**config.mk**
```make
export PLATFORM = sky130hd
export DESIGN_NAME = hazard_ctrl_flat
export DESIGN_NICKNAME = d
export VERILOG_FILES = /design/src/rtl/hazard_ctrl_if.sv /design/src/rtl/hazard_ctrl.sv /design/src/flat_wrapper.sv
export SDC_FILE = /design/constraint.sdc
export NUM_CORES = 1
export LEC_CHECK = 0
export CORE_MARGIN = 4
export CORE_UTILIZATION = 52
export CTS_CLUSTER_DIAMETER = 40
export DETAILED_ROUTE_END_ITERATION = 12
export PLACE_DENSITY = 0.86
export SYNTH_ARGS = -nofsm -noshare
export SYNTH_HDL_FRONTEND = slang
export SYNTH_SLANG_ARGS = --single-unit
```
**constraint.sdc**
```tcl
create_clock -name clk -period 6.8 [get_ports clk]
set_input_delay 2.04 -clock clk [delete_from_list [all_inputs] [get_ports clk]]
set_output_delay 2.04 -clock clk [all_outputs]
set_load 0.02 [all_outputs]
```
**src/rtl/hazard_ctrl_if.sv**
```systemverilog
// Bundle of hazard-control signals between the pipeline datapath and the
// hazard/stall sequencer. The sequencer takes the slave view.
interface hazard_ctrl_if #(
   parameter int CNT_W = 32
);
   logic [4:0]       id_rs1;
   logic [4:0]       id_rs2;
   logic             id_use_rs1;
   logic             id_use_rs2;
   logic             ex_memread;
   logic [4:0]       ex_rd;
   logic             ex_md;
   logic             ex_redirect;
   logic             im_stall;
   logic             dm_stall;
   logic             pc_we;
   logic             ifid_we;
   logic             idex_we;
   logic             exmem_we;
   logic             memwb_we;
   logic             ifid_flush;
   logic             idex_flush;
   logic             exmem_flush;
   logic             md_busy;
   logic [CNT_W-1:0] stall_cnt;
   logic [CNT_W-1:0] flush_cnt;

   // Datapath side: supplies hazard sources, consumes enables and flushes.
   modport master (
      output id_rs1, id_rs2, id_use_rs1, id_use_rs2,
      output ex_memread, ex_rd, ex_md, ex_redirect,
      output im_stall, dm_stall,
      input  pc_we, ifid_we, idex_we, exmem_we, memwb_we,
      input  ifid_flush, idex_flush, exmem_flush,
      input  md_busy, stall_cnt, flush_cnt
   );

   // Sequener side: consumes hazard sources, drives enables and flushes.
   modport slave (
      input  id_rs1, id_rs2, id_use_rs1, id_use_rs2,
      input  ex_memread, ex_rd, ex_md, ex_redirect,
      input  im_stall, dm_stall,
      output pc_we, ifid_we, idex_we, exmem_we, memwb_we,
      output ifid_flush, idex_flush, exmem_flush,
      output md_busy, stall_cnt, flush_cnt
   );
endinterface

```
**src/rtl/hazard_ctrl.sv**
```systemverilog
// Pipeline hazard and stall sequencer for the 5-stage RV32 core.
// Owns all pipeline-register write enables and flushes: load-use bubbles,
// taken-redirect flushes, multi-cycle MUL/DIV occupancy of EX and global
// freezes from memory wait states. Also keeps stall/flush perf counters.
module hazard_ctrl #(
   parameter int MD_LATENCY = 4,
   parameter int CNT_W      = 32
) (
   input  logic          clk,
   input  logic          rst,
   hazard_ctrl_if.slave  bus
);

   localparam int MDC_W = $clog2(MD_LATENCY);

   typedef enum logic {
      RUN     = 1'b0,
      MD_BUSY = 1'b1
   } state_t;

   state_t             state_reg;
   logic [MDC_W-1:0]   md_cnt_reg;
   logic               md_granted_reg;
   logic [CNT_W-1:0]   stall_cnt_reg;
   logic [CNT_W-1:0]   flush_cnt_reg;

   logic               freeze;
   logic               load_use;
   logic               md_hold;
   logic               redirect_take;

   // Hazard detection terms.
   always_comb begin
      freeze   = bus.im_stall | bus.dm_stall;
      load_use = bus.ex_memread && (bus.ex_rd != 5'd0) &&
                 ((bus.id_use_rs1 && (bus.id_rs1 == bus.ex_rd)) ||
                  (bus.id_use_rs2 && (bus.id_rs2 == bus.ex_rd)));
      md_hold  = (state_reg == MD_BUSY) ||
                 ((state_reg == RUN) && bus.ex_md && !md_granted_reg);
      // A redirect only lands when nothing of higher priority masks it.
      redirect_take = !rst && !freeze && !md_hold && bus.ex_redirect;
   end

   // Prioritised enable/flush generation, purely combinational.
   always_comb begin
      bus.pc_we       = 1'b1;
      bus.ifid_we     = 1'b1;
      bus.idex_we     = 1'b1;
      bus.exmem_we    = 1'b1;
      bus.memwb_we    = 1'b1;
      bus.ifid_flush  = 1'b0;
      bus.idex_flush  = 1'b0;
      bus.exmem_flush = 1'b0;
      if (rst) begin
         bus.pc_we       = 1'b0;
         bus.ifid_we     = 1'b0;
         bus.idex_we     = 1'b0;
         bus.exmem_we    = 1'b0;
         bus.memwb_we    = 1'b0;
         bus.ifid_flush  = 1'b1;
         bus.idex_flush  = 1'b1;
         bus.exmem_flush = 1'b1;
      end else if (freeze) begin
         // Whole pipe holds; redirect or load-use waits for the thaw.
         bus.pc_we    = 1'b0;
         bus.ifid_we  = 1'b0;
         bus.idex_we  = 1'b0;
         bus.exmem_we = 1'b0;
         bus.memwb_we = 1'b0;
      end else if (md_hold) begin
         // Front end and EX hold; a bubble goes to MEM so older ops drain.
         bus.pc_we       = 1'b0;
         bus.ifid_we     = 1'b0;
         bus.idex_we     = 1'b0;
         bus.exmem_flush = 1'b1;
      end else if (bus.ex_redirect) begin
         bus.ifid_flush = 1'b1;
         bus.idex_flush = 1'b1;
      end else if (load_use) begin
         bus.pc_we      = 1'b0;
         bus.ifid_we    = 1'b0;
         bus.idex_flush = 1'b1;
      end
   end

   assign bus.md_busy   = (state_reg == MD_BUSY);
   assign bus.stall_cnt = stall_cnt_reg;
   assign bus.flush_cnt = flush_cnt_reg;

   // MUL/DIV occupancy FSM, grant flag and performance counters.
   always_ff @(posedge clk) begin
      if (rst) begin
         state_reg      <= RUN;
         md_cnt_reg     <= '0;
         md_granted_reg <= 1'b0;
         stall_cnt_reg  <= '0;
         flush_cnt_reg  <= '0;
      end else begin
         if (!bus.pc_we)
            stall_cnt_reg <= stall_cnt_reg + 1'b1;
         if (redirect_take)
            flush_cnt_reg <= flush_cnt_reg + 1'b1;

         case (state_reg)
            RUN: begin
               if (bus.ex_md && !md_granted_reg && !freeze) begin
                  state_reg  <= MD_BUSY;
                  md_cnt_reg <= MDC_W'(MD_LATENCY - 3);
               end
            end
            MD_BUSY: begin
               // The MD unit keeps computing through a freeze.
               if (md_cnt_reg != '0)
                  md_cnt_reg <= md_cnt_reg - 1'b1;
               if ((md_cnt_reg == '0) && !freeze) begin
                  state_reg      <= RUN;
                  md_granted_reg <= 1'b1;
               end
            end
            default: state_reg <= RUN;
         endcase

         // The granted op leaves EX on the first cycle EX is allowed to load.
         if (bus.idex_we)
            md_granted_reg <= 1'b0;
      end
   end

endmodule
```
**src/flat_wrapper.sv**
```systemverilog
// flat-port wrapper written by rule: the top's interface ports become plain ports
module hazard_ctrl_flat 
#(
   parameter int MD_LATENCY = 4,
   parameter int CNT_W      = 32
)
  (clk, rst, bus_id_rs1, bus_id_rs2, bus_id_use_rs1, bus_id_use_rs2, bus_ex_memread, bus_ex_rd, bus_ex_md, bus_ex_redirect, bus_im_stall, bus_dm_stall, bus_pc_we, bus_ifid_we, bus_idex_we, bus_exmem_we, bus_memwb_we, bus_ifid_flush, bus_idex_flush, bus_exmem_flush, bus_md_busy, bus_stall_cnt, bus_flush_cnt);
  hazard_ctrl_if #(.CNT_W(CNT_W)) bus_i ();
  input  logic clk;
  input  logic rst;
  input wire logic [$bits(bus_i.id_rs1)-1:0] bus_id_rs1;
  input wire logic [$bits(bus_i.id_rs2)-1:0] bus_id_rs2;
  input wire logic [$bits(bus_i.id_use_rs1)-1:0] bus_id_use_rs1;
  input wire logic [$bits(bus_i.id_use_rs2)-1:0] bus_id_use_rs2;
  input wire logic [$bits(bus_i.ex_memread)-1:0] bus_ex_memread;
  input wire logic [$bits(bus_i.ex_rd)-1:0] bus_ex_rd;
  input wire logic [$bits(bus_i.ex_md)-1:0] bus_ex_md;
  input wire logic [$bits(bus_i.ex_redirect)-1:0] bus_ex_redirect;
  input wire logic [$bits(bus_i.im_stall)-1:0] bus_im_stall;
  input wire logic [$bits(bus_i.dm_stall)-1:0] bus_dm_stall;
  output wire logic [$bits(bus_i.pc_we)-1:0] bus_pc_we;
  output wire logic [$bits(bus_i.ifid_we)-1:0] bus_ifid_we;
  output wire logic [$bits(bus_i.idex_we)-1:0] bus_idex_we;
  output wire logic [$bits(bus_i.exmem_we)-1:0] bus_exmem_we;
  output wire logic [$bits(bus_i.memwb_we)-1:0] bus_memwb_we;
  output wire logic [$bits(bus_i.ifid_flush)-1:0] bus_ifid_flush;
  output wire logic [$bits(bus_i.idex_flush)-1:0] bus_idex_flush;
  output wire logic [$bits(bus_i.exmem_flush)-1:0] bus_exmem_flush;
  output wire logic [$bits(bus_i.md_busy)-1:0] bus_md_busy;
  output wire logic [$bits(bus_i.stall_cnt)-1:0] bus_stall_cnt;
  output wire logic [$bits(bus_i.flush_cnt)-1:0] bus_flush_cnt;
  assign bus_i.id_rs1 = bus_id_rs1;
  assign bus_i.id_rs2 = bus_id_rs2;
  assign bus_i.id_use_rs1 = bus_id_use_rs1;
  assign bus_i.id_use_rs2 = bus_id_use_rs2;
  assign bus_i.ex_memread = bus_ex_memread;
  assign bus_i.ex_rd = bus_ex_rd;
  assign bus_i.ex_md = bus_ex_md;
  assign bus_i.ex_redirect = bus_ex_redirect;
  assign bus_i.im_stall = bus_im_stall;
  assign bus_i.dm_stall = bus_dm_stall;
  assign bus_pc_we = bus_i.pc_we;
  assign bus_ifid_we = bus_i.ifid_we;
  assign bus_idex_we = bus_i.idex_we;
  assign bus_exmem_we = bus_i.exmem_we;
  assign bus_memwb_we = bus_i.memwb_we;
  assign bus_ifid_flush = bus_i.ifid_flush;
  assign bus_idex_flush = bus_i.idex_flush;
  assign bus_exmem_flush = bus_i.exmem_flush;
  assign bus_md_busy = bus_i.md_busy;
  assign bus_stall_cnt = bus_i.stall_cnt;
  assign bus_flush_cnt = bus_i.flush_cnt;
  hazard_ctrl #(.MD_LATENCY(MD_LATENCY), .CNT_W(CNT_W)) u_core (.clk(clk), .rst(rst), .bus(bus_i));
endmodule
```
run_1/met1.png
Drawn at 6 px/µm. Supply wires on this layer in gray. Cells faint in the background.
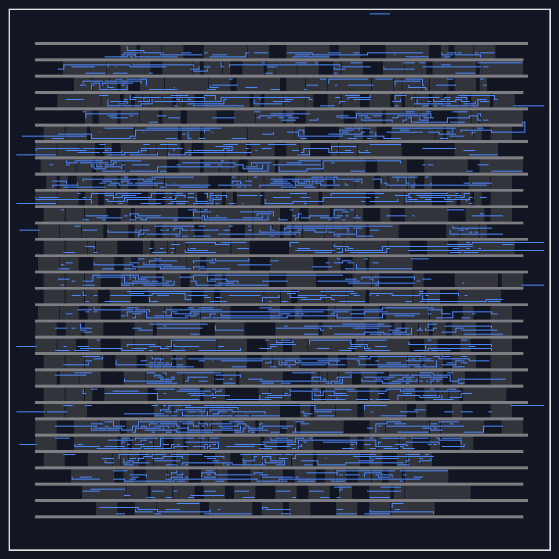
nets with wire on the layer: 479
main direction: horizontal
wire length on this layer: 3790 µm

run_1/met2.png
Drawn at 6 px/µm.
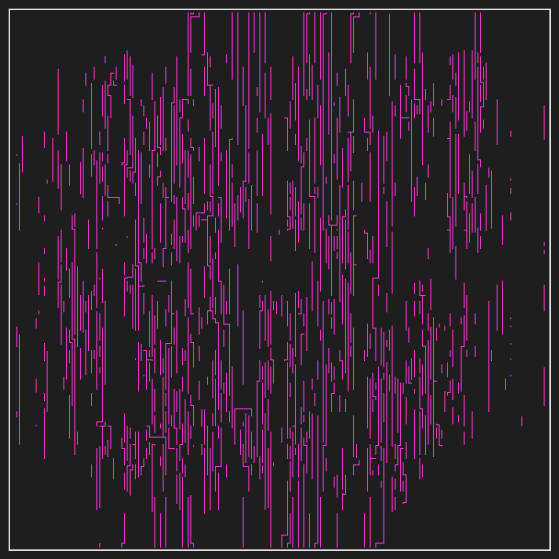
main direction: vertical
share of all routed wire: 49%

run_1/met3.png
Drawn at 6 px/µm. Cells faint in the background.
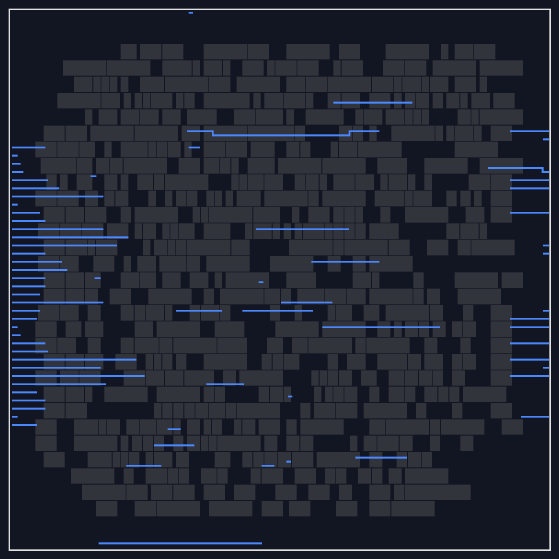
nets with wire on the layer: 64
share of all routed wire: 6.0%
longest straight run: 26.9 µm
wire length on this layer: 517 µm

run_1/final_congestion.png
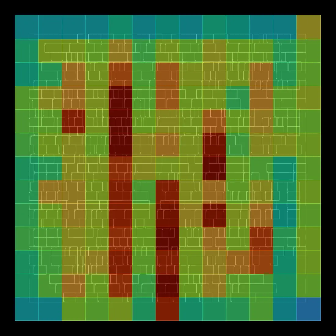
routed length per instance: 14.7 µm
GR Util met1: 0.268

==> flow_summary.json, run 1 <==
{
  "start_kind": "input port",
  "internal_power_mw": 0.612,
  "logic_family": "simple AND/OR/NAND/NOR gates",
  "finClkSkew_ns": 0.0113,
  "max_freq_ghz": 0.153,
  "post-route-period-util": 0.960,
  "setup_slack_ns": 0.270,
  "yosys_warnings": 0,
  "die-height_um": 89.9,
  "met1Wirelength_um": 3790,
  "drv_cap": 0,
  "final_antenna_net_count": 0,
  "swShare": 0.245,
  "rows": 29,
  "rrSetupSlack_ns": 4.38,
  "cp.required_ns": 4.76,
  "clk-power_mw": 0.335,
  "instances_no_fill": 590,
  "buffer_area_frac": 0.210,
  "r2r_cells": 6,
  "routed-wl-met2_um": 4260,
  "whs_endpoint": "u_core.md_cnt_reg[0]$_SDFFE_PP0P_",
  "cts_setup_buffers": 0,
  "pwr-share-clk": 0.414,
  "dp_hpwl_um": 6270,
  "cts_sinks": 68,
  "async_flop_share": 0,
  "crit_fanout": 8,
  "largest_area_cell": "dfxtp_1",
  "tns_ns": 0,
  "placed_cells": 574,
  "final_cell_area_um2": 4660,
  "overflow": 0,
  "vias": 3346,
  "drv_slew": 0,
  "min_path_cells": 1,
  "comb_share": 0.421,
  "area_growth_pct": 33.5,
  "ys_ff": 68,
  "status": "finished clean",
  "drtPass1Iterations": 4,
  "logic_gates": 315,
  "nWellTaps": 77,
  "p_per_area_nw_per_um2": 174,
  "arrival_ns": 4.49,
  "rsz0062_at_grt": "no",
  "peakVddDrop_mv": 0.101,
  "port_buffers": 96,
  "hold_buffers": 0,
  "use_met3": 0.0442,
  "dp_slack_ns": 0.298,
  "syn-num-nets": 443,
  "numCtsBuffers": 9,
  "cp-endpoint": "bus_pc_we",
  "avgViaCountPerCell": 5.67,
  "nNetsFinal": 535,
  "drcViolationCount": 0,
  "simple_gate_area_frac": 0.322,
  "final_cell_mix": "clkdlybuf4s50_1, dfxtp_1, nor2_1",
  "grt_start_max_net_pins": 74,
  "clk_latency_ns": 0.33,
  "worstSetupPathType": "input port to output pin",
  "synth-area-yosys_um2": 3490,
  "top_signal_layer_used": "met4",
  "chipArea_um2": 8080,
  "p_comb_mw": 0.0672,
  "holdWs_ns": 0.496,
  "yosys.area_share.aoi": 0.116,
  "antenna_found_initial": 0,
  "ys_seq_share": 0.390,
  "maxPowerGroup": "registers",
  "routabilityCongestion": 0.819,
  "ys_cells": 416,
  "die_width_um": 89.9,
  "busiest_layer": "met2",
  "wirelength_um": 8670,
  "path_clk_slew_ns": 0.07,
  "min_path_type": "register to register",
  "sequential_cell_total": 68,
  "edf_count": 0
}
==> run 1: worst max-delay path, cell delays in order <==
cell and delay, ns:
clkdlybuf4s50_1 0.48, or4_1 0.56, o21ai_2 0.20, nor2_1 0.09, a21oi_2 0.42, clkdlybuf4s50_1 0.70
==> run 1: synth_stat cells (2+ instances only) <==
cell type   n
and2_1      3
nor4b_1     2
nand2b_1    2
o21ai_0    23
nand2_1    30
xnor2_1    25
and4_1      4
a211oi_1    2
a21o_1      2
nor4_2      3
or3_1      24
nor2_1     49
nand4_1    17
nand3_1    20
nor3_2      2
buf_6       2
inv_1      15
or4_1       7
xor2_1     15
dfxtp_1    68
buf_1       3
or4_4       2
buf_4       4
clkbuf_1    8
o31ai_1     6
ha_1        3
nor3_1      5
a21oi_1    33
and3_1     11
mux2_2      3
nor2b_1     3
## Run 2: what changed since run 1
Settings changed: CORE_UTILIZATION 52 to 51, CTS_BUF_LIST set to sky130_fd_sc_hd__clkbuf_8, PLACE_DENSITY 0.86 to 0.84.
run_2/final_congestion.png
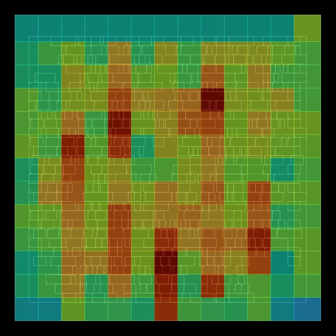
final core occ: 0.717
GRT met2 Usage: 0.360

==> run 2 against run 1 <==
Compared with the run above:
- non-clock buffer count did not move
- maximum frequency is 2.7% higher
- global-route usage decreased by 0.81 points
- wire length about the same
- die area increased by 1.8%
- synthesized cell count unchanged
- critical path type unchanged
- largest power group unchanged
- clock skew shrank 0.0058 ns
- sequential power hardly changed
- critical path depth is 1 higher
- first-iteration DRC count down 34%
==> flow_summary.json, run 2 <==
{
  "status": "finished clean",
  "cts_setup_buffers": 0,
  "use_met3": 0.0625,
  "drv_slew": 0,
  "sequential_cell_total": 68,
  "cp.required_ns": 4.76,
  "min_path_type": "register to register",
  "die-height_um": 90.7,
  "finClkSkew_ns": 0.00551,
  "setup_slack_ns": 0.443,
  "p_comb_mw": 0.0672,
  "numCtsBuffers": 9,
  "pwr-share-clk": 0.415,
  "final_cell_area_um2": 4660,
  "async_flop_share": 0,
  "final_cell_mix": "clkdlybuf4s50_1, dfxtp_1, nor2_1",
  "ys_ff": 68,
  "path_clk_slew_ns": 0.07,
  "clk-power_mw": 0.337,
  "synth-area-yosys_um2": 3490,
  "use_met1": 0.239,
  "crit_buf_inv": 3,
  "start_kind": "input port",
  "simple_gate_area_frac": 0.322,
  "syn-num-nets": 443,
  "swShare": 0.257,
  "largest_area_cell": "dfxtp_1",
  "tns_ns": 0,
  "drv_cap": 0,
  "routabilityCongestion": 0.792,
  "wirelength_um": 8670,
  "clk_latency_ns": 0.34,
  "dp_slack_ns": 0.441,
  "logic_family": "simple AND/OR/NAND/NOR gates",
  "arrival_ns": 4.32,
  "grt_start_max_net_pins": 74,
  "final_antenna_net_count": 0,
  "die_width_um": 90.7,
  "chipArea_um2": 8230,
  "yosys.area_share.aoi": 0.116,
  "nNetsFinal": 535,
  "nWellTaps": 77,
  "crit_family": "buffers and inverters",
  "yosys_warnings": 0,
  "holdWs_ns": 0.487,
  "busiest_layer": "met2",
  "avgViaCountPerCell": 5.67,
  "drtPass1Iterations": 4,
  "port_buffers": 96,
  "crit_path_frequent_cell": "clkdlybuf4s50_1",
  "crit_fanout": 12,
  "dp_hpwl_um": 6230,
  "ys_seq_share": 0.390,
  "instances_no_fill": 590,
  "antenna_found_initial": 0,
  "hold_buffers": 0,
  "common_cells": "dfxtp_1, nor2_1, a21oi_1",
  "placed_cells": 574,
  "rsz0062_at_grt": "no"
}
==> run 2: final timing paths <==
kind	from	end	depth (start not counted)
setup / recovery	bus_ex_rd[0]	bus_pc_we	7
hold / removal	u_core.md_cnt_reg[0]$_SDFFE_PP0P_	u_core.md_cnt_reg[0]$_SDFFE_PP0P_	1
setup reg to reg	u_core.bus.stall_cnt[2]$_SDFFE_PP0N_	u_core.bus.stall_cnt[31]$_SDFFE_PP0N_	6
hold reg to reg	u_core.md_cnt_reg[0]$_SDFFE_PP0P_	u_core.md_cnt_reg[0]$_SDFFE_PP0P_	1
==> run 2: layer usage <==
metal	up-vias	share of wire
met5	-	0
met4	0	0.010
met3	9	0.066
met2	106	0.50
met1	1571	0.43
li1	1659	-
Power figures rest on the tool's default switching activity, not on a simulated workload.
